met1.png
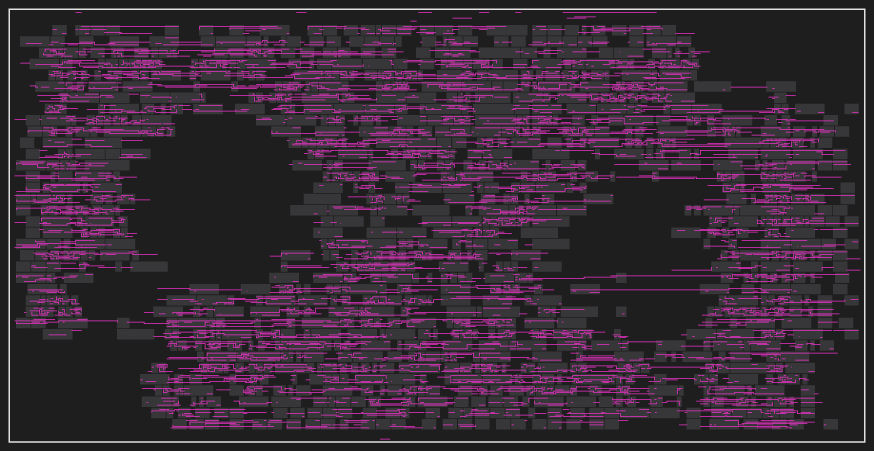
met2.png
The bar under the picture is 50 um long.
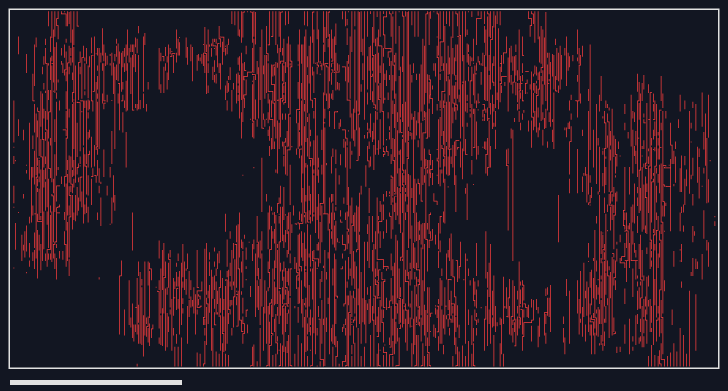
met3.png
The bar under the picture is 50 um long.
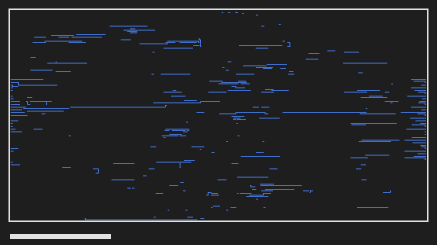
met4.png
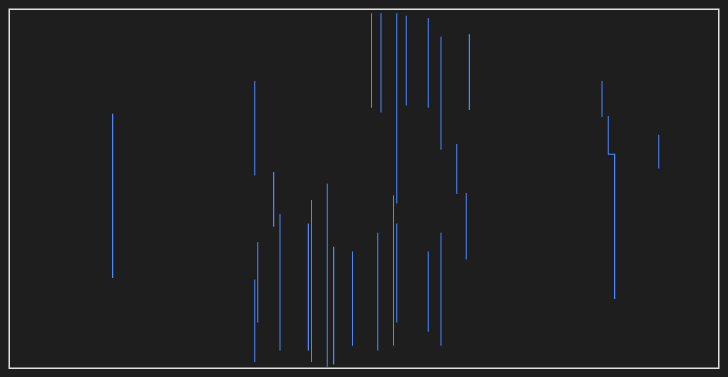
final_clocks.png
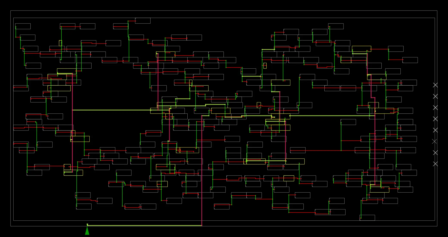
==> src/rtl/exe_mem_pipe_pkg.sv <==
// Shared definitions for the EXE->MEM pipeline register: memory op
// encodings, the zero register index, default widths and the alignment
// helper used by the optional misalignment check.
package exe_mem_pipe_pkg;

  localparam int ADDR_W_DEF  = 32;
  localparam int DATA_W_DEF  = 32;
  localparam int RADDR_W_DEF = 5;
  localparam int RDATA_W_DEF = 32;
  localparam int OP_W_DEF    = 4;

  typedef enum logic [OP_W_DEF-1:0] {
    MEM_NOP = 4'h0,
    MEM_LB  = 4'h1,
    MEM_LH  = 4'h2,
    MEM_LW  = 4'h3,
    MEM_LBU = 4'h4,
    MEM_LHU = 4'h5,
    MEM_SB  = 4'h6,
    MEM_SH  = 4'h7,
    MEM_SW  = 4'h8
  } mem_op_e;

  localparam logic [RADDR_W_DEF-1:0] ZERO_REG = '0;

  // Halfword accesses need addr[0]==0, word accesses need addr[1:0]==0.
  function automatic logic is_misaligned(input logic [OP_W_DEF-1:0] op,
                                         input logic [1:0] addr_lo);
    logic mis;
    mis = 1'b0;
    case (op)
      MEM_LH, MEM_LHU, MEM_SH: mis = addr_lo[0];
      MEM_LW, MEM_SW:          mis = |addr_lo;
      default:                 mis = 1'b0;
    endcase
    return mis;
  endfunction

endpackage

==> src/rtl/exe_mem_pipe_entry.sv <==
// One pipeline slot: a payload register plus its valid bit.
// Clear wins over set so a flush always empties the slot.
module exe_mem_entry #(
  parameter int            W       = 8,
  parameter logic [W-1:0]  RST_VAL = '0
) (
  input  logic         clk_i,
  input  logic         rst_i,
  input  logic         set_i,
  input  logic         clr_i,
  input  logic [W-1:0] data_i,
  output logic         valid_o,
  output logic [W-1:0] data_o
);

  logic         valid_q, valid_d;
  logic [W-1:0] data_q,  data_d;

  // Next state: payload only changes on a load, so it holds after a clear.
  always_comb begin
    valid_d = valid_q;
    data_d  = data_q;
    if (clr_i) begin
      valid_d = 1'b0;
    end else if (set_i) begin
      valid_d = 1'b1;
      data_d  = data_i;
    end
  end

  // State register with synchronous reset.
  always_ff @(posedge clk_i) begin
    if (rst_i) begin
      valid_q <= 1'b0;
      data_q  <= RST_VAL;
    end else begin
      valid_q <= valid_d;
      data_q  <= data_d;
    end
  end

  assign valid_o = valid_q;
  assign data_o  = data_q;

endmodule

==> src/rtl/exe_mem_pipe.sv <==
// EXE->MEM pipeline register built as a two-entry skid buffer.
// The main entry drives the outputs; the skid entry catches one extra
// beat so in_ready_o is purely registered (no path from out_ready_i).
// Optional feature: define EXE_MEM_MISALIGN_CHK_EN to add misalign_o and
// suppress stores whose address is not aligned to the access size.
module exe_mem_pipe
  import exe_mem_pipe_pkg::*;
#(
  parameter int ADDR_WIDTH  = ADDR_W_DEF,
  parameter int DATA_WIDTH  = DATA_W_DEF,
  parameter int RADDR_WIDTH = RADDR_W_DEF,
  parameter int RDATA_WIDTH = RDATA_W_DEF,
  parameter int OP_WIDTH    = OP_W_DEF
) (
  input  logic                   clk_i,
  input  logic                   rst_i,
  input  logic                   flush_i,
  input  logic                   in_valid_i,
  output logic                   in_ready_o,
  input  logic [RADDR_WIDTH-1:0] reg_waddr_i,
  input  logic                   reg_we_i,
  input  logic [RDATA_WIDTH-1:0] reg_wdata_i,
  input  logic                   mem_we_i,
  input  logic [ADDR_WIDTH-1:0]  mem_addr_i,
  input  logic [DATA_WIDTH-1:0]  mem_data_i,
  input  logic [OP_WIDTH-1:0]    mem_op_i,
  output logic                   out_valid_o,
  input  logic                   out_ready_i,
  output logic [RADDR_WIDTH-1:0] reg_waddr_o,
  output logic                   reg_we_o,
  output logic [RDATA_WIDTH-1:0] reg_wdata_o,
  output logic                   mem_we_o,
  output logic [ADDR_WIDTH-1:0]  mem_addr_o,
  output logic [DATA_WIDTH-1:0]  mem_data_o,
  output logic [OP_WIDTH-1:0]    mem_op_o,
  output logic [1:0]             occ_o
`ifdef EXE_MEM_MISALIGN_CHK_EN
  ,
  output logic                   misalign_o
`endif
);

  localparam int PW = RADDR_WIDTH + 1 + RDATA_WIDTH + 1 + ADDR_WIDTH + DATA_WIDTH + OP_WIDTH;
`ifdef EXE_MEM_MISALIGN_CHK_EN
  localparam int EW = PW + 1;
`else
  localparam int EW = PW;
`endif

  localparam logic [PW-1:0] PAY_RST = {RADDR_WIDTH'(ZERO_REG), 1'b0, RDATA_WIDTH'(0), 1'b0,
                                       ADDR_WIDTH'(0), DATA_WIDTH'(0), OP_WIDTH'(MEM_NOP)};
  localparam logic [EW-1:0] ENT_RST = EW'(PAY_RST);

  logic          main_v, skid_v;
  logic [EW-1:0] main_data, skid_data, in_data, main_in;
  logic          xfer_in, xfer_out;
  logic          main_set, main_clr, skid_set, skid_clr;

  logic [RADDR_WIDTH-1:0] h_waddr;
  logic                   h_rwe;
  logic [RDATA_WIDTH-1:0] h_rwdata;
  logic                   h_mwe;
  logic [ADDR_WIDTH-1:0]  h_maddr;
  logic [DATA_WIDTH-1:0]  h_mdata;
  logic [OP_WIDTH-1:0]    h_op;
  logic                   h_mis;

`ifdef EXE_MEM_MISALIGN_CHK_EN
  assign in_data = {is_misaligned(mem_op_i, mem_addr_i[1:0]),
                    reg_waddr_i, reg_we_i, reg_wdata_i,
                    mem_we_i, mem_addr_i, mem_data_i, mem_op_i};
  assign h_mis   = main_data[EW-1];
`else
  assign in_data = {reg_waddr_i, reg_we_i, reg_wdata_i,
                    mem_we_i, mem_addr_i, mem_data_i, mem_op_i};
  assign h_mis   = 1'b0;
`endif

  assign {h_waddr, h_rwe, h_rwdata, h_mwe, h_maddr, h_mdata, h_op} = main_data[PW-1:0];

  assign in_ready_o = ~skid_v;
  assign xfer_in    = in_valid_i & ~skid_v;
  assign xfer_out   = main_v & out_ready_i;

  // Slot control: skid refills main first; input goes to main when main is
  // free or draining this cycle, otherwise into skid. Flush blocks all loads.
  always_comb begin
    main_set = 1'b0;
    main_clr = 1'b0;
    skid_set = 1'b0;
    skid_clr = 1'b0;
    main_in  = in_data;
    if (flush_i) begin
      main_clr = 1'b1;
      skid_clr = 1'b1;
    end else begin
      if (skid_v && xfer_out) begin
        main_set = 1'b1;
        main_in  = skid_data;
        skid_clr = 1'b1;
      end else if (xfer_in && (!main_v || xfer_out)) begin
        main_set = 1'b1;
      end else if (xfer_out) begin
        main_clr = 1'b1;
      end
      if (xfer_in && main_v && !xfer_out) begin
        skid_set = 1'b1;
      end
    end
  end

  exe_mem_entry #(.W(EW), .RST_VAL(ENT_RST)) u_main (
    .clk_i   (clk_i),
    .rst_i   (rst_i),
    .set_i   (main_set),
    .clr_i   (main_clr),
    .data_i  (main_in),
    .valid_o (main_v),
    .data_o  (main_data)
  );

  exe_mem_entry #(.W(EW), .RST_VAL(ENT_RST)) u_skid (
    .clk_i   (clk_i),
    .rst_i   (rst_i),
    .set_i   (skid_set),
    .clr_i   (skid_clr),
    .data_i  (in_data),
    .valid_o (skid_v),
    .data_o  (skid_data)
  );

  // Head outputs: enables and op are masked when empty, data fields hold.
  always_comb begin
    out_valid_o = main_v;
    reg_waddr_o = h_waddr;
    reg_wdata_o = h_rwdata;
    mem_addr_o  = h_maddr;
    mem_data_o  = h_mdata;
    reg_we_o    = main_v & h_rwe;
    mem_we_o    = main_v & h_mwe & ~h_mis;
    mem_op_o    = main_v ? h_op : OP_WIDTH'(MEM_NOP);
    occ_o       = {1'b0, main_v} + {1'b0, skid_v};
  end

`ifdef EXE_MEM_MISALIGN_CHK_EN
  assign misalign_o = main_v & h_mis;
`endif

endmodule

==> config.mk <==
export PLATFORM = sky130hd
export DESIGN_NAME = exe_mem_pipe
export DESIGN_NICKNAME = d
export VERILOG_FILES = /design/src/rtl/exe_mem_pipe_pkg.sv /design/src/rtl/exe_mem_pipe_entry.sv /design/src/rtl/exe_mem_pipe.sv
export SDC_FILE = /design/constraint.sdc
export NUM_CORES = 1
export LEC_CHECK = 0
export ABC_CLOCK_PERIOD_IN_PS = 4500
export CAP_MARGIN = 30
export CORE_ASPECT_RATIO = 0.5
export CORE_UTILIZATION = 45
export CTS_CLUSTER_SIZE = 28
export DETAILED_ROUTE_END_ITERATION = 16
export PLACE_DENSITY = 0.83
export SLEW_MARGIN = 20
export SYNTH_ARGS = -nofsm -noshare
export SYNTH_HDL_FRONTEND = slang
export SYNTH_SLANG_ARGS = --single-unit
==> constraint.sdc <==
create_clock -name clk_i -period 4.5 [get_ports clk_i]
set_input_delay 0.45 -clock clk_i [delete_from_list [all_inputs] [get_ports clk_i]]
set_output_delay 0.45 -clock clk_i [all_outputs]
set_load 0.02 [all_outputs]
==> run notes <==
Physical implementation status

The run finished, with violations left. The checks that failed: DRC. The number of cells reported by Yosys stat comes to 1101.

The cell count after synthesis stands at 1101. In this run the layout overhead on the synthesized area is reported as 23.8%. In this run the critical register-to-register path is launched from u_skid.valid_o. By area, the class that comes first in the final layout consists of sequential cells. The area share of and/or/nand/nor cells after synthesis stands at 0.0674. The synthesis stats list as the most numerous cell dfxtp_1. The overall power after layout stands at 4240 uW.

Setup total negative slack on the finished layout was measured at 0 ns. The finished layout holds 1424 standard cells, fillers aside. Yosys reported a register bit count of between 200 and 250. The final count of negative-setup-slack endpoints stands at 0.

Looking at the reg2reg group, the worst path ends at u_main.data_o[48]. Among all flip-flop cells after synthesis, the most frequent one is dfxtp_1. The share of total power dissipated in combinational logic is 0.122.

Per the OpenROAD floorplan log, the width of the die is about 210 um. In this run the static leakage power is 0.00370 uW. The floorplan report gives the top-level pin count as approximately 220.

OpenSTA lists the critical path startpoint as u_main.valid_o. The post-route utilization of the core is recorded as 0.582. The number of nets handed over by synthesis was 1214. The final clock skew stands at between 0.01 and 0.015 ns. The sequential standard cell area stands at 0.00433 mm2. Of the total power, the clock network draws 0.405. The final layout contains 1256 nets. The area fraction of the largest cell type after synthesis is 0.460. In the global route stage, met2 resource usage came out at 0.409. Per the cell usage report, the commonest logic cells after layout are 221 x clkdlybuf4s50_1, 215 x dfxtp_1, 109 x inv_1, 109 x a21oi_1. Post-CTS repair changed the size of 0 cells. The count of plain and timing-repair buffers stands at 239. The DRC violation count after routing stands at 15. The global routing stage identified its most utilized layer as met2.

The share of cell area taken by muxes after synthesis stands at 0. For the worst-skew pair, the clock arrives at the later sink with an insertion delay of roughly 0.49 ns. Derived from the worst setup path, the maximum achievable clock frequency is 352 MHz. The average size of a mapped cell stands at between 8 and 9 um2.

The measured slew at the worst slew-check pin stands at 0.830 ns. Yosys attributes the largest share of cell area to dfxtp_1 46%, o32ai_1 10%, buf_4 8.2%, o22ai_1 7.1%, a21oi_1 5.8%. The report puts the hold buffer count at CTS at 0. The total die area stands at roughly 0.021 mm2. Per the detail_route log, the uppermost layer with routed signals is met4. The share of the core filled by cells before placement stands at 0.471.

The first detailed-routing pass took 11 iterations. Setup repair after global routing left no endpoint under its margin. Row generation in the floorplan step produced 36 rows.

The synthesized netlist contains 25 unique library cells. The most critical hold endpoint after final layout shows a slack of 0.420 ns.
About met1.png:
nets with wire on the layer: 1147
wire length on this layer: 10600 um
main direction: horizontal
share of all routed wire: 40%
total wire length: 26300 um
met1 capacity usage during global routing: 0.292
total number of vias: 8590

About met2.png:
main direction: vertical
longest straight run: 43.0 um
share of all routed wire: 50%
nets with wire on the layer: 1083
wire length on this layer: 13300 um

About met3.png:
longest straight run: 55.2 um
nets with wire on the layer: 132
wire length on this layer: 1530 um
share of all routed wire: 5.8%
main direction: horizontal
met3 GRT Util: 0.0298

About met4.png:
nets with wire on the layer: 23
main direction: vertical

About final_clocks.png:
total of clock buffers placed in the layout: 30
Flops: 216

## power by group through the flow
stage               registers (uW)  logic, uW  clock network, uW
floorplan                     2040        316                  0
global placement              2040        496                  0
detailed placement            2050        512                  0
CTS                           2000        515               1750
global route                  2010        547               1840
finish                        2000        518               1720
## critical path: cells and delay by family, from the launching register on
family	cells	cell delay (ns)
buf+inv	2	1.14
flops	1	0.41
simple gates	1	0.33
## worst max-delay path by stage
stage | endpoint | slack [ns] | cells past startpoint
final | mem_op_o[2] | 1.66 | 3
after global routing | mem_op_o[2] | 1.54 | 3
after CTS | mem_we_o | 1.62 | 3
after detailed placement | u_main.data_o[47] | 1.64 | 5
after global placement | u_main.data_o[56] | 1.56 | 5
after floorplan | mem_op_o[0] | 2.66 | 4
Power figures rest on the tool's default switching activity, not on a simulated workload.
